**src/rtl/noc_run_ctrl_pkg.sv**
```systemverilog
// noc_run_ctrl_pkg: shared definitions for the NoC run controller.
//   - default timestamp width (the `TIME_WIDTH macro, overridable at compile time)
//   - run-state encodings, which are visible to software on the run_state output
`ifndef TIME_WIDTH
`define TIME_WIDTH 16
`endif

package noc_run_ctrl_pkg;

  localparam int TIME_WIDTH_DEF = `TIME_WIDTH;

  typedef enum logic [2:0] {
    RUN_IDLE    = 3'd0,
    RUN_RUN     = 3'd1,
    RUN_PAUSE   = 3'd2,
    RUN_DONE    = 3'd3,
    RUN_TIMEOUT = 3'd4
  } run_state_e;

endpackage

```
**src/rtl/noc_popcount.sv**
```systemverilog
// noc_popcount: combinational count of set bits in a NUM_NODES-wide vector.
// Ports:
//   bits_i   [NUM_NODES-1:0]  input vector
//   count_o  [FC_WIDTH-1:0]   number of ones in bits_i
module noc_popcount #(
  parameter int NUM_NODES = 16,
  parameter int FC_WIDTH  = $clog2(NUM_NODES + 1)
) (
  input  logic [NUM_NODES-1:0] bits_i,
  output logic [FC_WIDTH-1:0]  count_o
);

  always_comb begin
    count_o = '0;
    for (int i = 0; i < NUM_NODES; i++) begin
      count_o = count_o + FC_WIDTH'(bits_i[i]);
    end
  end

endmodule

```
**src/rtl/noc_run_ctrl.sv**
```systemverilog
// noc_run_ctrl: run controller and timestamp source for an N-node mesh NoC.
// Gates traffic cores through enable_global, ends the run once every node
// reports completion, and provides a Gray timestamp plus a binary cycle count.
//
// state   | meaning
// IDLE    | waiting for enable_wire; cores gated off
// RUN     | cores enabled, counters and stall watchdog advancing
// PAUSE   | host dropped enable_wire; counters and watchdog frozen
// DONE    | all selected finish flags seen; terminal until clear/reset
// TIMEOUT | no finish progress for timeout_limit cycles; terminal
//
// Ports:
//   clk_global, rst_n (async, active-low)
//   enable_wire      run request from host/pad
//   packet_side_en   1 = pkt_finish flags, 0 = flit_finish flags
//   clear            synchronous restart to IDLE
//   pkt_finish, flit_finish [NUM_NODES]  per-node finish levels
//   timeout_limit    stall cycles allowed, 0 disables the watchdog
//   enable_global    core enable (state == RUN)
//   counter_num      Gray-coded timestamp (one cycle behind bin_ts)
//   counter_out      binary enabled-cycle count
//   run_state        state encoding
//   finish_count     registered popcount of the selected flags
//   done_pulse       one-cycle pulse on entry to DONE
//   timeout_flag     high while in TIMEOUT
module noc_run_ctrl
  import noc_run_ctrl_pkg::*;
#(
  parameter int NUM_NODES  = 16,
  parameter int TIME_WIDTH = TIME_WIDTH_DEF,
  parameter int CNT_WIDTH  = 32,
  parameter int TO_WIDTH   = 24,
  parameter int FC_WIDTH   = $clog2(NUM_NODES + 1)
) (
  input  logic                  clk_global,
  input  logic                  rst_n,
  input  logic                  enable_wire,
  input  logic                  packet_side_en,
  input  logic                  clear,
  input  logic [NUM_NODES-1:0]  pkt_finish,
  input  logic [NUM_NODES-1:0]  flit_finish,
  input  logic [TO_WIDTH-1:0]   timeout_limit,
  output logic                  enable_global,
  output logic [TIME_WIDTH-1:0] counter_num,
  output logic [CNT_WIDTH-1:0]  counter_out,
  output logic [2:0]            run_state,
  output logic [FC_WIDTH-1:0]   finish_count,
  output logic                  done_pulse,
  output logic                  timeout_flag
);

  run_state_e            state_q, state_d;
  logic                  mode_q;
  logic [TIME_WIDTH-1:0] bin_ts_q;
  logic [TIME_WIDTH-1:0] counter_num_q;
  logic [CNT_WIDTH-1:0]  counter_out_q;
  logic [FC_WIDTH-1:0]   finish_count_q;
  logic [FC_WIDTH-1:0]   fc_comb;
  logic [TO_WIDTH-1:0]   stall_q;
  logic                  done_pulse_q;

  logic                  mode_sel;
  logic [NUM_NODES-1:0]  sel;
  logic                  all_done;
  logic                  timeout_hit;
  logic                  run_en;

  // In IDLE the mode has not been latched yet, so the live select decides
  // whether the flags are already complete at the moment of enable.
  assign mode_sel    = (state_q == RUN_IDLE) ? packet_side_en : mode_q;
  assign sel         = mode_sel ? pkt_finish : flit_finish;
  assign all_done    = &sel;
  assign timeout_hit = (timeout_limit != '0) && (stall_q == timeout_limit);
  assign run_en      = (state_q == RUN_RUN);

  noc_popcount #(
    .NUM_NODES (NUM_NODES),
    .FC_WIDTH  (FC_WIDTH)
  ) u_popcount (
    .bits_i  (sel),
    .count_o (fc_comb)
  );

  always_comb begin
    state_d = state_q;
    if (clear) begin
      state_d = RUN_IDLE;
    end else begin
      case (state_q)
        RUN_IDLE: begin
          if (enable_wire) state_d = all_done ? RUN_DONE : RUN_RUN;
        end
        RUN_RUN: begin
          if (all_done)         state_d = RUN_DONE;
          else if (timeout_hit) state_d = RUN_TIMEOUT;
          else if (!enable_wire) state_d = RUN_PAUSE;
        end
        RUN_PAUSE: begin
          if (all_done)         state_d = RUN_DONE;
          else if (enable_wire) state_d = RUN_RUN;
        end
        default: state_d = state_q;
      endcase
    end
  end

  always_ff @(posedge clk_global or negedge rst_n) begin
    if (!rst_n) begin
      state_q      <= RUN_IDLE;
      mode_q       <= 1'b0;
      done_pulse_q <= 1'b0;
    end else begin
      state_q      <= state_d;
      done_pulse_q <= (state_d == RUN_DONE) && (state_q != RUN_DONE);
      if (!clear && (state_q == RUN_IDLE) && enable_wire) begin
        mode_q <= packet_side_en;
      end
    end
  end

  always_ff @(posedge clk_global or negedge rst_n) begin
    if (!rst_n) begin
      bin_ts_q       <= TIME_WIDTH'(1);
      counter_num_q  <= '0;
      counter_out_q  <= '0;
      finish_count_q <= '0;
    end else if (clear) begin
      bin_ts_q       <= TIME_WIDTH'(1);
      counter_num_q  <= '0;
      counter_out_q  <= '0;
      finish_count_q <= '0;
    end else begin
      counter_num_q  <= bin_ts_q ^ (bin_ts_q >> 1);
      finish_count_q <= fc_comb;
      if (run_en) begin
        bin_ts_q      <= bin_ts_q + TIME_WIDTH'(1);
        counter_out_q <= counter_out_q + CNT_WIDTH'(1);
      end
    end
  end

  // Watchdog counts RUN cycles without finish progress. A pause keeps the
  // accumulated value; any other exit from RUN starts the next run fresh.
  always_ff @(posedge clk_global or negedge rst_n) begin
    if (!rst_n) begin
      stall_q <= '0;
    end else if (clear) begin
      stall_q <= '0;
    end else if (run_en) begin
      if ((state_d != RUN_RUN) && (state_d != RUN_PAUSE)) begin
        stall_q <= '0;
      end else if (fc_comb > finish_count_q) begin
        stall_q <= '0;
      end else if (stall_q != '1) begin
        stall_q <= stall_q + TO_WIDTH'(1);
      end
    end
  end

  assign enable_global = run_en;
  assign counter_num   = counter_num_q;
  assign counter_out   = counter_out_q;
  assign run_state     = state_q;
  assign finish_count  = finish_count_q;
  assign done_pulse    = done_pulse_q;
  assign timeout_flag  = (state_q == RUN_TIMEOUT);

endmodule

```
**config.mk**
```make
export PLATFORM = sky130hd
export DESIGN_NAME = noc_run_ctrl
export DESIGN_NICKNAME = d
export VERILOG_FILES = /design/src/rtl/noc_run_ctrl_pkg.sv /design/src/rtl/noc_popcount.sv /design/src/rtl/noc_run_ctrl.sv
export SDC_FILE = /design/constraint.sdc
export NUM_CORES = 1
export LEC_CHECK = 0
export ABC_AREA = 0
export CORE_MARGIN = 3
export CORE_UTILIZATION = 45
export CTS_CLUSTER_DIAMETER = 40
export DETAILED_ROUTE_END_ITERATION = 8
export GPL_ROUTABILITY_DRIVEN = 1
export PLACE_DENSITY = 0.67
export SYNTH_ARGS = -nofsm -noshare
export SYNTH_HDL_FRONTEND = slang
export SYNTH_SLANG_ARGS = --single-unit
```
**constraint.sdc**
```tcl
create_clock -name clk_global -period 16.1 [get_ports clk_global]
set_input_delay 3.22 -clock clk_global [delete_from_list [all_inputs] [get_ports clk_global]]
set_output_delay 3.22 -clock clk_global [all_outputs]
set_load 0.05 [all_outputs]
```
pinout.png
Bar = 20 µm. Pins as bars across the die edge, other pins in gray.
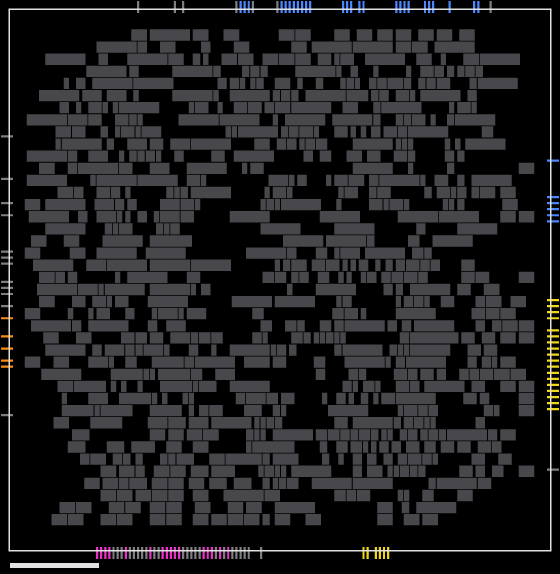
[timeout_limit] yellow | pins: 24 | direction: input | edge: 18 east, 6 south
[finish_count] orange | pins: 5 | direction: output | edge: west
[flit_finish] magenta | pins: 16 | direction: input | edge: south
[counter_out] blue | pins: 32 | direction: output | edge: 26 north, 6 east
die width: 121 µm
die extent in y: 121 µm
Port Buffers: 119

ff_map.png
Bar = 20 µm. Other sequential cells in the stronger gray, the rest of the logic in the fainter gray.
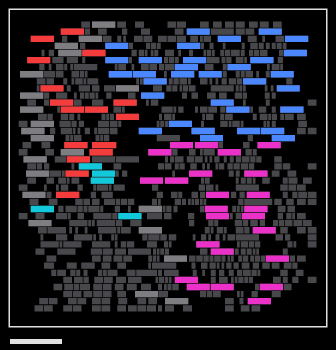
[counter_out] blue | flops: 32
[bin_ts_q] red | flops: 16
[stall_q] magenta | flops: 24
[finish_count] cyan | flops: 5
storage element area: 2450 µm²
seq pwr: 263 µW
post-layout util: 59.6%
Seq/total area: 32.2%

clock_nets.png
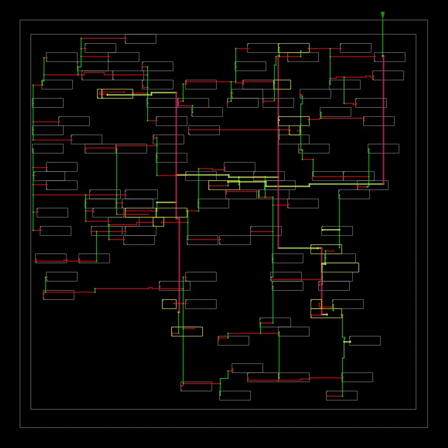
clk latency late pin: 0.36 ns
TritonCTS Buffers: 9
clk_skew: 0.00912 ns
Clock buffer cells: 11

==> impl_metrics.yaml <==
# synthesis and place-and-route metrics
status:
  outcome: "completed"
floorplanning:
  num_rows: 41
  chipArea_um2: 14700
  coreArea_um2: 12800
  io_pins: 120
cts:
  cts_root_buf: "clkbuf_16"
  htreeDepth: 3
  post_cts_resized: 0
  cts_hold_buffers: 0
  clkSlewWorstSetupHoldPaths_ns: 0.07
  cts_max_path_buffers: 2
  clkSinkCount: 98
worst_setup_path:
  crit_path_end_kind: "flop"
  cpMostUsedCell: "fa_1"
  regToRegEndpoint: "stall_q[19]"
  path_max_fanout: 17
  ff2ff_path_depth: 22
  crit_required_ns: 16.40
  cp_top_family: "adder cells"
  cpPeakStageDelay_ns: 0.59
  reg2reg_from: "run_state[0]"
  crit_path_top_delay_cell: "or4_1"
  criticalPathCategory: "input pin to flop"
  cp-start-kind: "input pin"
  worstPathArrival_ns: 10.38
power:
  pg_clk_uw: 230
  clkPwrFrac_pct: 25.3
  power_leader: "combinational cells"
  comb_power_uw: 416
  ir_drop_mv: 0.132
  combPwrFrac_pct: 45.8
  p_switching_uw: 351
  netSwitchingFraction_pct: 38.6
yosys:
  largest_area_cell: "dfrtp_1"
  top_cell_area_share_pct: 40.6
  ys_cells: 629
  ys_area_um2: 5970
  ys_seq_share_pct: 41.1
  common_cells: "dfrtp_1 (97), nor2_1 (59), nand2_1 (49), xor2_1 (42), nand3_1 (36)"
  ys_types: 57
  postSynth.asyncResetShare_pct: 100
  ys.flop_type: "dfrtp_1"
  syn-num-nets: 727
sta:
  worst_slew_pin_slew_ns: 0.789
  relSlewSlack_pct: 47.4
  final.min_clock_period_ns: 10.08
  drv_slew: 0
  hold_viol_final: 0
  setup-tns-final_ns: 0
  setup_viol: 0
run:
  warnings: 27
  drv_cap: 0
placement:
  gp_congestion: 0.890
  place_area_um2: 7300
global_routing:
  grt_max_degree: 76
  use_met2_pct: 33.6
  grt_remaining_overflow: 0
  antenna_found_initial: 0
  met1_usage_pct: 28.6
  grt_pass1_vias: 5098
hold_path:
  worst_hold_path_type: "flop to flop"
  hold_depth: 2
  holdPathEnd: "counter_out[31]"
  hold_start: "counter_out[31]"
finish:
  synthToLayoutAreaGrowth_pct: 27.4
  fin_area_um2: 7610
  lay_top_count: "clkdlybuf4s50_1"
  fin_cells: 916
  layout_top_cells: "clkdlybuf4s50_1 (117), dfrtp_1 (97), nor2_1 (58), nand2_1 (49), xor2_1 (42)"
drt:
  met2_length_um: 7070
  top_layer_used: "met4"
  wire_per_inst_um: 16.2
  detail_route.vias_per_cell: 5.43
  drtIter0Drc: 196
  drt-pass1-iter-count: 9
  vias: 4972
  routed_wl_um: 14800
  wl_met3_um: 637
==> area by class of cell <==
| type | instances | area [µm²] | area share [%] |
|---|---|---|---|
| Clock buffer | 11 | 243 | 3.19 |
| Clock inverter | 5 | 67.6 | 0.888 |
| Inverter | 35 | 131 | 1.73 |
| Multi-Input combinational cell | 472 | 3280 | 43.2 |
| Sequential cell | 98 | 2450 | 32.2 |
| Tap cell | 172 | 215 | 2.83 |
| Timing Repair Buffer | 123 | 1210 | 16.0 |
==> cells by family (layout without fill, tap and decap cells) <==
group	after synthesis	count (layout)	synth area share, %
AND-OR/OR-AND	83	83	9.30
XOR/XNOR	66	66	9.80
adder cells (fa/ha/maj)	38	38	9.20
buffers and inverters	59	174	3.98
flip-flops	98	98	41.1
multiplexers	19	19	3.75
AND/OR/NAND/NOR	266	266	22.9
Power and IR drop assume default switching activity.
